## src/rtl/macc_pkg.sv

```systemverilog
// Shared definitions for the multiply-accumulate group accumulator.
// Holds the default widths, the controller state type and helpers that give
// the signed accumulator limits for a given width.
package macc_pkg;

  localparam int PROD_W_DEF = 15;
  localparam int ACC_W_DEF  = 24;

  typedef enum logic [1:0] {
    IDLE  = 2'd0,
    ACCUM = 2'd1,
    FULL  = 2'd2
  } macc_state_e;

  // Largest positive value representable in a w-bit signed accumulator.
  function automatic longint ACC_MAX(input int w);
    return (longint'(1) <<< (w - 1)) - longint'(1);
  endfunction

  // Most negative value representable in a w-bit signed accumulator.
  function automatic longint ACC_MIN(input int w);
    return -(longint'(1) <<< (w - 1));
  endfunction

endpackage

```

## src/rtl/macc_sat_add.sv

```systemverilog
// Combinational ACC_W-bit signed adder with optional saturation.
// Ports:
//   a_i, b_i : signed addends
//   sum_o    : clamped sum (SAT_EN=1) or wrapped sum (SAT_EN=0)
//   ovf_o    : the true sum did not fit in ACC_W signed bits
module macc_sat_add
  import macc_pkg::*;
#(
  parameter int ACC_W  = ACC_W_DEF,
  parameter bit SAT_EN = 1'b1
) (
  input  logic signed [ACC_W-1:0] a_i,
  input  logic signed [ACC_W-1:0] b_i,
  output logic signed [ACC_W-1:0] sum_o,
  output logic                    ovf_o
);

  localparam logic signed [ACC_W-1:0] MAX_C = ACC_W'(ACC_MAX(ACC_W));
  localparam logic signed [ACC_W-1:0] MIN_C = ACC_W'(ACC_MIN(ACC_W));

  // One guard bit: the true sum of two ACC_W-bit values always fits in ACC_W+1.
  logic [ACC_W:0] wide;

  assign wide  = {a_i[ACC_W-1], a_i} + {b_i[ACC_W-1], b_i};
  // Overflow when the guard bit disagrees with the result's sign bit.
  assign ovf_o = wide[ACC_W] ^ wide[ACC_W-1];

  always_comb begin
    sum_o = wide[ACC_W-1:0];
    if (SAT_EN && ovf_o) begin
      // Guard bit carries the true sign: negative overflow clamps to MIN.
      sum_o = wide[ACC_W] ? MIN_C : MAX_C;
    end
  end

endmodule

```

## src/rtl/macc_accumulator.sv

```systemverilog
// Dot-product group accumulator. Signed products stream in with a valid/ready
// handshake; in_last closes a group, whose sum, overflow flag and beat count
// are then held on the output side until the consumer takes them.
// Ports:
//   clk, rst            : clock, synchronous active-high reset
//   in_valid/in_ready   : input handshake; in_prod product, in_last closes group
//   out_valid/out_ready : output handshake
//   out_acc             : signed group sum
//   out_ovf             : saturation/wrap occurred in the group
//   out_count           : beats in the group, saturating at 255
module macc_accumulator
  import macc_pkg::*;
#(
  parameter int PROD_W = PROD_W_DEF,
  parameter int ACC_W  = ACC_W_DEF,
  parameter bit SAT_EN = 1'b1
) (
  input  logic                     clk,
  input  logic                     rst,
  input  logic                     in_valid,
  output logic                     in_ready,
  input  logic signed [PROD_W-1:0] in_prod,
  input  logic                     in_last,
  output logic                     out_valid,
  input  logic                     out_ready,
  output logic signed [ACC_W-1:0]  out_acc,
  output logic                     out_ovf,
  output logic [7:0]               out_count
);

  macc_state_e             state_q, state_d;
  logic signed [ACC_W-1:0] acc_q, acc_d;
  logic                    ovf_q, ovf_d;
  logic [7:0]              count_q, count_d;

  logic signed [ACC_W-1:0] prod_ext;
  logic signed [ACC_W-1:0] sum;
  logic                    add_ovf;
  logic                    in_xfer;
  logic                    grp_start;

  // Size cast of a signed operand sign-extends.
  assign prod_ext = ACC_W'(in_prod);

  macc_sat_add #(
    .ACC_W (ACC_W),
    .SAT_EN(SAT_EN)
  ) u_add (
    .a_i  (acc_q),
    .b_i  (prod_ext),
    .sum_o(sum),
    .ovf_o(add_ovf)
  );

  // In FULL a beat is only accepted while the held result leaves, so any
  // beat outside ACCUM opens a fresh group without a bubble.
  assign in_ready  = (state_q != FULL) || out_ready;
  assign in_xfer   = in_valid && in_ready;
  assign grp_start = (state_q != ACCUM);

  assign out_valid = (state_q == FULL);
  assign out_acc   = acc_q;
  assign out_ovf   = ovf_q;
  assign out_count = count_q;

  always_comb begin
    state_d = state_q;
    acc_d   = acc_q;
    ovf_d   = ovf_q;
    count_d = count_q;
    if (in_xfer) begin
      if (grp_start) begin
        acc_d   = prod_ext;
        ovf_d   = 1'b0;
        count_d = 8'd1;
      end else begin
        acc_d   = sum;
        ovf_d   = ovf_q | add_ovf;
        count_d = (count_q == 8'hFF) ? 8'hFF : count_q + 8'd1;
      end
      state_d = in_last ? FULL : ACCUM;
    end else if ((state_q == FULL) && out_ready) begin
      state_d = IDLE;
    end
  end

  always_ff @(posedge clk) begin
    if (rst) begin
      state_q <= IDLE;
      acc_q   <= '0;
      ovf_q   <= 1'b0;
      count_q <= 8'd0;
    end else begin
      state_q <= state_d;
      acc_q   <= acc_d;
      ovf_q   <= ovf_d;
      count_q <= count_d;
    end
  end

endmodule

```

## config.mk

```make
export PLATFORM = sky130hd
export DESIGN_NAME = macc_accumulator
export DESIGN_NICKNAME = d
export VERILOG_FILES = /design/src/rtl/macc_pkg.sv /design/src/rtl/macc_sat_add.sv /design/src/rtl/macc_accumulator.sv
export SDC_FILE = /design/constraint.sdc
export NUM_CORES = 1
export LEC_CHECK = 0
export CAP_MARGIN = 0
export CORE_AREA = 2 2 88 73
export DETAILED_ROUTE_END_ITERATION = 8
export DIE_AREA = 0 0 90 75
export GPL_TIMING_DRIVEN = 0
export PLACE_DENSITY = 0.8
export SLEW_MARGIN = 10
export SYNTH_ARGS = -nofsm -noshare
export SYNTH_HDL_FRONTEND = slang
export SYNTH_SLANG_ARGS = --single-unit
```

## constraint.sdc

```tcl
create_clock -name clk -period 4.2 [get_ports clk]
set_clock_uncertainty 0.2 [all_clocks]
set_input_delay 0.84 -clock clk [delete_from_list [all_inputs] [get_ports clk]]
set_output_delay 0.84 -clock clk [all_outputs]
set_load 0.01 [all_outputs]
```

==> run_summary.xml, run 1 <==
<?xml version="1.0" encoding="UTF-8"?>
<metrics>
  <group name="synthesis">
    <metric name="syn_nets" unit="">439</metric>
    <metric name="flop_cell" unit="">dfxtp_1</metric>
    <metric name="number_of_synthesized_flops_with_an_enable_pin" unit="">0</metric>
    <metric name="yosys.stat.seqShare" unit="%">22.8</metric>
    <metric name="postSynth.asyncResetShare" unit="%">0</metric>
    <metric name="netlist.area_leader.share" unit="%">22.8</metric>
    <metric name="topCombFamilyByArea" unit="">AND-OR/OR-AND gates</metric>
    <metric name="post_synth.cell_area_avg" unit="um2">7.82</metric>
    <metric name="synth-warning-count" unit="">0</metric>
    <metric name="synth.ff_latch_count" unit="">35</metric>
    <metric name="synthDistinctLibCells" unit="">64</metric>
    <metric name="ys_top_cells_by_area" unit="">dfxtp_1, ha_1, a21oi_1, o21ai_0, nand2_1</metric>
    <metric name="synth.most_common_cell" unit="">a21oi_1</metric>
    <metric name="synth.cellmix.simpleShare" unit="%">14.8</metric>
  </group>
  <group name="clock_network">
    <metric name="cts_setup_buffers" unit="">0</metric>
    <metric name="cts-hold-fix-buffers" unit="">0</metric>
    <metric name="cts_resized" unit="">0</metric>
    <metric name="cts_max_level" unit="">2</metric>
  </group>
  <group name="status">
    <metric name="run_status" unit="">finished, final reports clean</metric>
  </group>
  <group name="pwr">
    <metric name="total_power" unit="mW">1.25</metric>
    <metric name="p_clk" unit="uW">316</metric>
    <metric name="fraction_of_power_consumed_by_sequential_logic" unit="%">30.7</metric>
    <metric name="comb_cell_power" unit="uW">551</metric>
    <metric name="power_frac_comb" unit="%">44.0</metric>
    <metric name="seq_power" unit="uW">384</metric>
    <metric name="power.net_switching" unit="uW">477</metric>
  </group>
  <group name="routing">
    <metric name="met3WireLength" unit="um">836</metric>
    <metric name="drt_pass1_iterations" unit="">5</metric>
    <metric name="drt-vias-per-instance" unit="">6.25</metric>
    <metric name="wl_met2" unit="mm">4.19</metric>
    <metric name="drt-initial-drc-count" unit="">233</metric>
    <metric name="highest_layer" unit="">met4</metric>
    <metric name="number_of_nets_still_failing_antenna_checks_after_routing" unit="">0</metric>
    <metric name="drc" unit="">0</metric>
  </group>
  <group name="finish">
    <metric name="seq-cell-share" unit="%">18.2</metric>
    <metric name="clkbuf_count" unit="">5</metric>
    <metric name="ff_latch_area" unit="um2">701</metric>
    <metric name="signal_buffers" unit="">76</metric>
    <metric name="layout-drive-gt1-share" unit="%">9.41</metric>
    <metric name="portion_of_the_layout_cell_area_used_by_non_clock_buffers" unit="%">17.2</metric>
    <metric name="layout.sequential_cells" unit="">35</metric>
    <metric name="multi_input_comb_cells" unit="">324</metric>
    <metric name="antenna_cells" unit="">0</metric>
    <metric name="finalNetCount" unit="">502</metric>
    <metric name="combAreaFraction" unit="%">57.7</metric>
    <metric name="clock_tree_area_fraction" unit="%">2.92</metric>
    <metric name="area.growth.synth_to_final" unit="%">25.5</metric>
    <metric name="largest_register_ffs" unit="">24</metric>
    <metric name="multiInputGateArea" unit="mm2">0.00222</metric>
  </group>
  <group name="die">
    <metric name="tap_cells" unit="">81</metric>
    <metric name="initCoreUtil" unit="%">52.8</metric>
    <metric name="placementRows" unit="">25</metric>
  </group>
  <group name="grt">
    <metric name="grt_first_pass_wirelength" unit="mm">15.5</metric>
    <metric name="global_route.usage.met1" unit="%">40.9</metric>
    <metric name="grt_remaining_overflow" unit="">0</metric>
    <metric name="antenna_violations_before_repair" unit="">0</metric>
  </group>
  <group name="final_timing">
    <metric name="report.final.setup_viol" unit="">0</metric>
    <metric name="holdWs" unit="ns">0.300</metric>
    <metric name="fmax" unit="MHz">245</metric>
    <metric name="final_cycle_utilization_of_the_critical_path" unit="%">97.3</metric>
  </group>
  <group name="critical_path">
    <metric name="critPathBufInv" unit="">4</metric>
    <metric name="crit-reg2reg-launch" unit="">out_acc[0]</metric>
    <metric name="cp_top_delay_family" unit="">AND-OR/OR-AND gates</metric>
    <metric name="max_stage_delay" unit="ns">0.50</metric>
    <metric name="r2r_slack" unit="ns">0.78</metric>
    <metric name="crit_chain" unit="">clkdlybuf4s50_1, ha_2, inv_1, fa_1, and2b_1, o211ai_1, a211oi_2, o21ai_2, o21ai_2, a41o_1, buf_4, buf_6, o21ai_1, a31oi_1</metric>
    <metric name="critical_path.max_fanout" unit="">10</metric>
    <metric name="cp_data_arrival_time" unit="ns">4.08</metric>
    <metric name="critical_path_depth" unit="">14</metric>
    <metric name="worst_ep_required_time" unit="ns">4.20</metric>
  </group>
  <group name="worst_hold_path">
    <metric name="hold_path_depth" unit="">2</metric>
    <metric name="min_to" unit="">out_acc[7]</metric>
  </group>
  <group name="job">
    <metric name="maxCapViolCount" unit="">0</metric>
  </group>
  <group name="placement">
    <metric name="place.detailed.instances" unit="">527</metric>
    <metric name="hpwlAfterDp" unit="mm">7.08</metric>
  </group>
</metrics>
Figure 1. Signal wires on met3 (run 1).
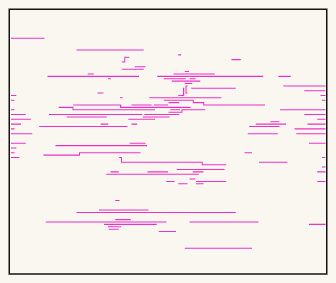
nets with wire on the layer: 82
longest straight run: 45.1 um
total routed wirelength: 9.67 mm
number of vias in the routed layout: 3364
met3 global-route usage: 4.90%

Figure 2. Clock wires, drivers and flops (run 1).
Bar = 20 um.
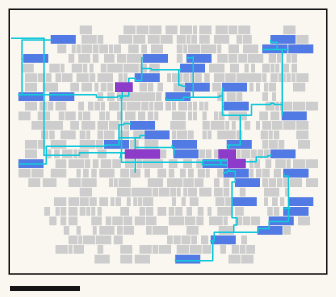
[flip-flops] blue | count: 35
[clock wires] cyan | length: 530 um
[clock-net drivers] purple | count: 5
flops lie: spread over the die
routed clock nets: 6
clock share of power: 25.3%
clk latency late pin: 0.29 ns

Figure 3. Pin map (run 1).
Pins as bars across the die edge, other pins in grey.
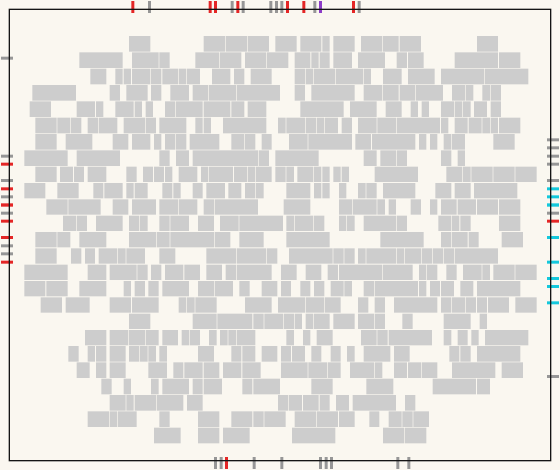
[rst] purple | pins: 1 | direction: input | edge: top
[in_prod] red | pins: 15 | direction: input | edge: 7 top, 6 left, 1 right, 1 bottom
[out_count] cyan | pins: 8 | direction: output | edge: right
count of buffers inserted at the top-level ports: 53
vertical die dimension: 75 um
width of the die: 90 um

Figure 4. Placement view (run 1).
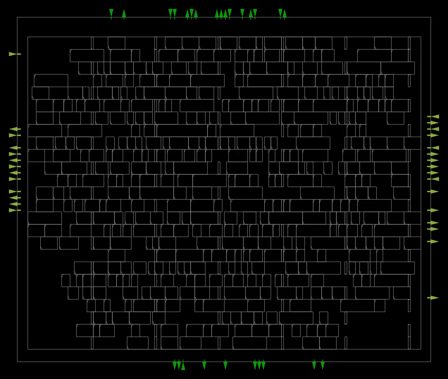
tally of filler cells in the layout: 511
final cell count without fillers: 538

Figure 5. Cell density map (run 1).
9 x 8 tiles, from white (low) to dark blue (high), 0 to 100% covered.
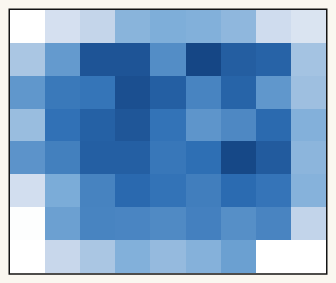

## Run 2: what changed since run 1
- CORE_AREA: 2 2 88 73 -> 2 2 85 71
- DIE_AREA: 0 0 90 75 -> 0 0 87 73
- PLACE_DENSITY: 0.8 -> 0.84
- clock period: 4.2 -> 4.9 ns (I/O delays scaled with it)
Figure 6. Cell density map (run 2).
9 x 7 tiles, from white (low) to dark blue (high), 0 to 100% covered.
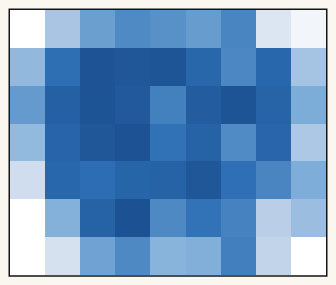
nearly empty tiles: 6.3%
densest ninth of the die: middle
emptiest ninth of the die: bottom left
tiles over 75% full: 37%
mean over tiles: 59%
core area: 0.00560 mm2
Starting Density: 54.9%

==> run_summary.xml, run 2 <==
<?xml version="1.0" encoding="UTF-8"?>
<metrics>
  <group name="critical_path">
    <metric name="worstSetupStartpoint" unit="">in_prod[0]</metric>
    <metric name="worst_ep_required_time" unit="ns">4.91</metric>
    <metric name="max_stage_delay_cell_worst_path" unit="">clkdlybuf4s50_1</metric>
    <metric name="critical_path_depth" unit="">12</metric>
    <metric name="cp-start-kind" unit="">input pin</metric>
    <metric name="crit_end" unit="">out_acc[11]</metric>
    <metric name="worst_r2r_path_depth" unit="">11</metric>
    <metric name="max_stage_delay" unit="ns">0.50</metric>
    <metric name="cpMostUsedCell" unit="">o21ai_2</metric>
    <metric name="crit_chain" unit="">clkdlybuf4s50_1, ha_1, inv_1, fa_1, and2b_1, o211ai_1, a211oi_2, o21ai_2, o21ai_2, a41oi_1, a2111o_1, a311oi_2</metric>
    <metric name="r2r_slack" unit="ns">1.36</metric>
    <metric name="critical_path.reg2reg.endpoint" unit="">out_acc[11]</metric>
    <metric name="critPathBufInv" unit="">2</metric>
    <metric name="crit_path_category" unit="">in2reg</metric>
    <metric name="critical_path.max_fanout" unit="">3</metric>
    <metric name="setup.worst_path.end_class" unit="">flip-flop</metric>
    <metric name="crit-reg2reg-launch" unit="">out_acc[0]</metric>
    <metric name="cp_top_delay_family" unit="">AND-OR/OR-AND gates</metric>
    <metric name="cp_data_arrival_time" unit="ns">4.35</metric>
  </group>
  <group name="placement">
    <metric name="dpl-instance-area" unit="mm2">0.00369</metric>
    <metric name="place.detailed.instances" unit="">513</metric>
    <metric name="hpwlAfterDp" unit="mm">6.77</metric>
    <metric name="gp_congestion" unit="">0.947</metric>
    <metric name="place.port_buffers" unit="">53</metric>
    <metric name="dpl_worst_slack" unit="ns">0.358</metric>
  </group>
  <group name="grt">
    <metric name="groute.layer.met2.usage" unit="%">45.9</metric>
    <metric name="antenna_violations_before_repair" unit="">0</metric>
    <metric name="grt_start_max_net_pins" unit="">13</metric>
    <metric name="grt_first_pass_wirelength" unit="mm">14.5</metric>
    <metric name="global_route.usage.met1" unit="%">39.9</metric>
    <metric name="global_route.peak_usage_layer" unit="">met2</metric>
    <metric name="globalRouteTotalUtil" unit="%">29.0</metric>
    <metric name="grt_remaining_overflow" unit="">0</metric>
    <metric name="first_global_vias" unit="">3097</metric>
  </group>
  <group name="routing">
    <metric name="drc" unit="">0</metric>
    <metric name="highest_layer" unit="">met4</metric>
    <metric name="wl_met2" unit="mm">4.17</metric>
    <metric name="drt-vias-per-instance" unit="">6.60</metric>
    <metric name="route.detailed.wl_per_inst" unit="um">17.9</metric>
    <metric name="drt_pass1_iterations" unit="">5</metric>
    <metric name="number_of_nets_still_failing_antenna_checks_after_routing" unit="">0</metric>
    <metric name="met3WireLength" unit="um">778</metric>
    <metric name="wl_met1" unit="mm">4.22</metric>
    <metric name="drt-initial-drc-count" unit="">346</metric>
  </group>
  <group name="final_timing">
    <metric name="post-route-worst-setup-slack" unit="ns">0.568</metric>
    <metric name="rsz0062_at_grt" unit="">no</metric>
    <metric name="final_cycle_utilization_of_the_critical_path" unit="%">88.4</metric>
    <metric name="fin_crit" unit="ns">4.33</metric>
    <metric name="worst_pin_slew" unit="ns">0.625</metric>
    <metric name="final_max_slew_viol_count" unit="">0</metric>
    <metric name="hold_violations" unit="">0</metric>
    <metric name="totalNegativeSetupSlack" unit="ns">0</metric>
    <metric name="fmax" unit="MHz">231</metric>
    <metric name="timing.max_slew.rel_slack" unit="%">58.3</metric>
    <metric name="holdWs" unit="ns">0.302</metric>
    <metric name="report.final.setup_viol" unit="">0</metric>
  </group>
  <group name="finish">
    <metric name="combAreaFraction" unit="%">58.3</metric>
    <metric name="final_core_utilization" unit="%">67.8</metric>
    <metric name="layout.cells.largest_class" unit="">logic gates</metric>
    <metric name="layout.sequential_cells" unit="">35</metric>
    <metric name="layout_top_cells" unit="">clkdlybuf4s50_1, a21oi_1, dfxtp_1</metric>
    <metric name="layout.non_clock_inverters" unit="">14</metric>
    <metric name="ff_latch_area" unit="um2">701</metric>
    <metric name="largest_register_ffs" unit="">24</metric>
    <metric name="seq-cell-share" unit="%">18.4</metric>
    <metric name="nFillCells" unit="">465</metric>
    <metric name="post-route-cell-area" unit="mm2">0.00380</metric>
    <metric name="clock_tree_area_fraction" unit="%">2.96</metric>
    <metric name="antenna_cells" unit="">0</metric>
    <metric name="layout-drive-gt1-share" unit="%">8.37</metric>
    <metric name="signal_buffers" unit="">73</metric>
    <metric name="portion_of_the_layout_cell_area_used_by_non_clock_buffers" unit="%">16.7</metric>
    <metric name="multiInputGateArea" unit="mm2">0.00221</metric>
    <metric name="multi_input_comb_cells" unit="">324</metric>
    <metric name="layoutNonFillerInstCount" unit="">521</metric>
    <metric name="clkbuf_count" unit="">5</metric>
    <metric name="final_layout_top_logic_cell" unit="">clkdlybuf4s50_1</metric>
    <metric name="area.growth.synth_to_final" unit="%">23.7</metric>
    <metric name="finalNetCount" unit="">499</metric>
  </group>
  <group name="synthesis">
    <metric name="synthDistinctLibCells" unit="">64</metric>
    <metric name="netlist.area_leader.share" unit="%">22.8</metric>
    <metric name="syn_nets" unit="">439</metric>
    <metric name="synth_xor_xnor_area_share" unit="%">3.99</metric>
    <metric name="ys_sh_mux" unit="%">1.06</metric>
    <metric name="post_synth.cell_area_avg" unit="um2">7.82</metric>
    <metric name="post_synth_inst_count" unit="">393</metric>
    <metric name="synth.ff_latch_count" unit="">35</metric>
    <metric name="synth.cellmix.simpleShare" unit="%">14.8</metric>
    <metric name="synth-compound-area-share" unit="%">40.3</metric>
    <metric name="postSynth.asyncResetShare" unit="%">0</metric>
    <metric name="post-synth-top-area-cell" unit="">dfxtp_1</metric>
    <metric name="flop_cell" unit="">dfxtp_1</metric>
    <metric name="synth-warning-count" unit="">0</metric>
    <metric name="synth-cells-yosys" unit="">393</metric>
    <metric name="syn_area" unit="mm2">0.00307</metric>
    <metric name="yosys.stat.chipArea" unit="mm2">0.00307</metric>
    <metric name="synth.most_common_cell" unit="">a21oi_1</metric>
    <metric name="number_of_synthesized_flops_with_an_enable_pin" unit="">0</metric>
    <metric name="yosys.stat.seqShare" unit="%">22.8</metric>
    <metric name="topCombFamilyByArea" unit="">AND-OR/OR-AND gates</metric>
    <metric name="synthAdderAreaFrac" unit="%">11.9</metric>
    <metric name="ys_top_cells_by_area" unit="">dfxtp_1, ha_1, a21oi_1, o21ai_0, nand2_1</metric>
    <metric name="ys_top_cells_by_count" unit="">a21oi_1, dfxtp_1, nand2_1</metric>
  </group>
  <group name="worst_hold_path">
    <metric name="hold_path_depth" unit="">2</metric>
    <metric name="worstHoldPathType" unit="">reg2reg</metric>
    <metric name="min_to" unit="">out_acc[2]</metric>
  </group>
  <group name="pwr">
    <metric name="vdd.ir_drop.worst" unit="uV">183</metric>
    <metric name="power_frac_comb" unit="%">43.4</metric>
    <metric name="p_clk" unit="uW">280</metric>
    <metric name="power.net_switching" unit="uW">410</metric>
    <metric name="power-top-group" unit="">combinational cells</metric>
    <metric name="fraction_of_power_consumed_by_sequential_logic" unit="%">30.5</metric>
    <metric name="power_per_cell_area" unit="mW/mm2">282</metric>
    <metric name="cell_internal_pwr" unit="uW">659</metric>
    <metric name="power_frac_clock" unit="%">26.1</metric>
    <metric name="switching_share" unit="%">38.4</metric>
    <metric name="comb_cell_power" unit="uW">464</metric>
    <metric name="power.static_leakage" unit="nW">1.48</metric>
    <metric name="seq_power" unit="uW">326</metric>
    <metric name="total_power" unit="mW">1.07</metric>
  </group>
  <group name="clock_network">
    <metric name="cts_resized" unit="">0</metric>
    <metric name="cts-root-buf" unit="">clkbuf_8</metric>
    <metric name="cts_max_level" unit="">2</metric>
    <metric name="cts_setup_buffers" unit="">0</metric>
    <metric name="clock.latency.late_pin" unit="ns">0.30</metric>
    <metric name="cts_tree" unit="">built</metric>
    <metric name="cts_buffers" unit="">5</metric>
    <metric name="maximum_root_to_sink_buffer_count" unit="">2</metric>
    <metric name="clock_sink_count" unit="">35</metric>
    <metric name="cts-hold-fix-buffers" unit="">0</metric>
    <metric name="clock_transition_at_the_registers_of_the_reported_paths" unit="ns">0.08</metric>
  </group>
  <group name="die">
    <metric name="tap_cells" unit="">67</metric>
    <metric name="placementRows" unit="">25</metric>
    <metric name="die-height" unit="um">73</metric>
    <metric name="boundaryPins" unit="">55</metric>
    <metric name="die-width" unit="um">87</metric>
    <metric name="die_area" unit="mm2">0.00635</metric>
  </group>
  <group name="job">
    <metric name="maxCapViolCount" unit="">0</metric>
    <metric name="warning_count" unit="">26</metric>
  </group>
  <group name="status">
    <metric name="run_status" unit="">finished, final reports clean</metric>
  </group>
</metrics>
Figure 7. Signal wires on met3 (run 2).
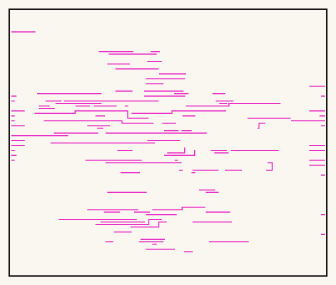
nets with wire on the layer: 85
share of all routed wire: 8.3%
longest straight run: 28.5 um
met3 global-route usage: 5.43%
number of vias in the routed layout: 3438
total routed wirelength: 9.34 mm

Power and IR drop assume default switching activity.
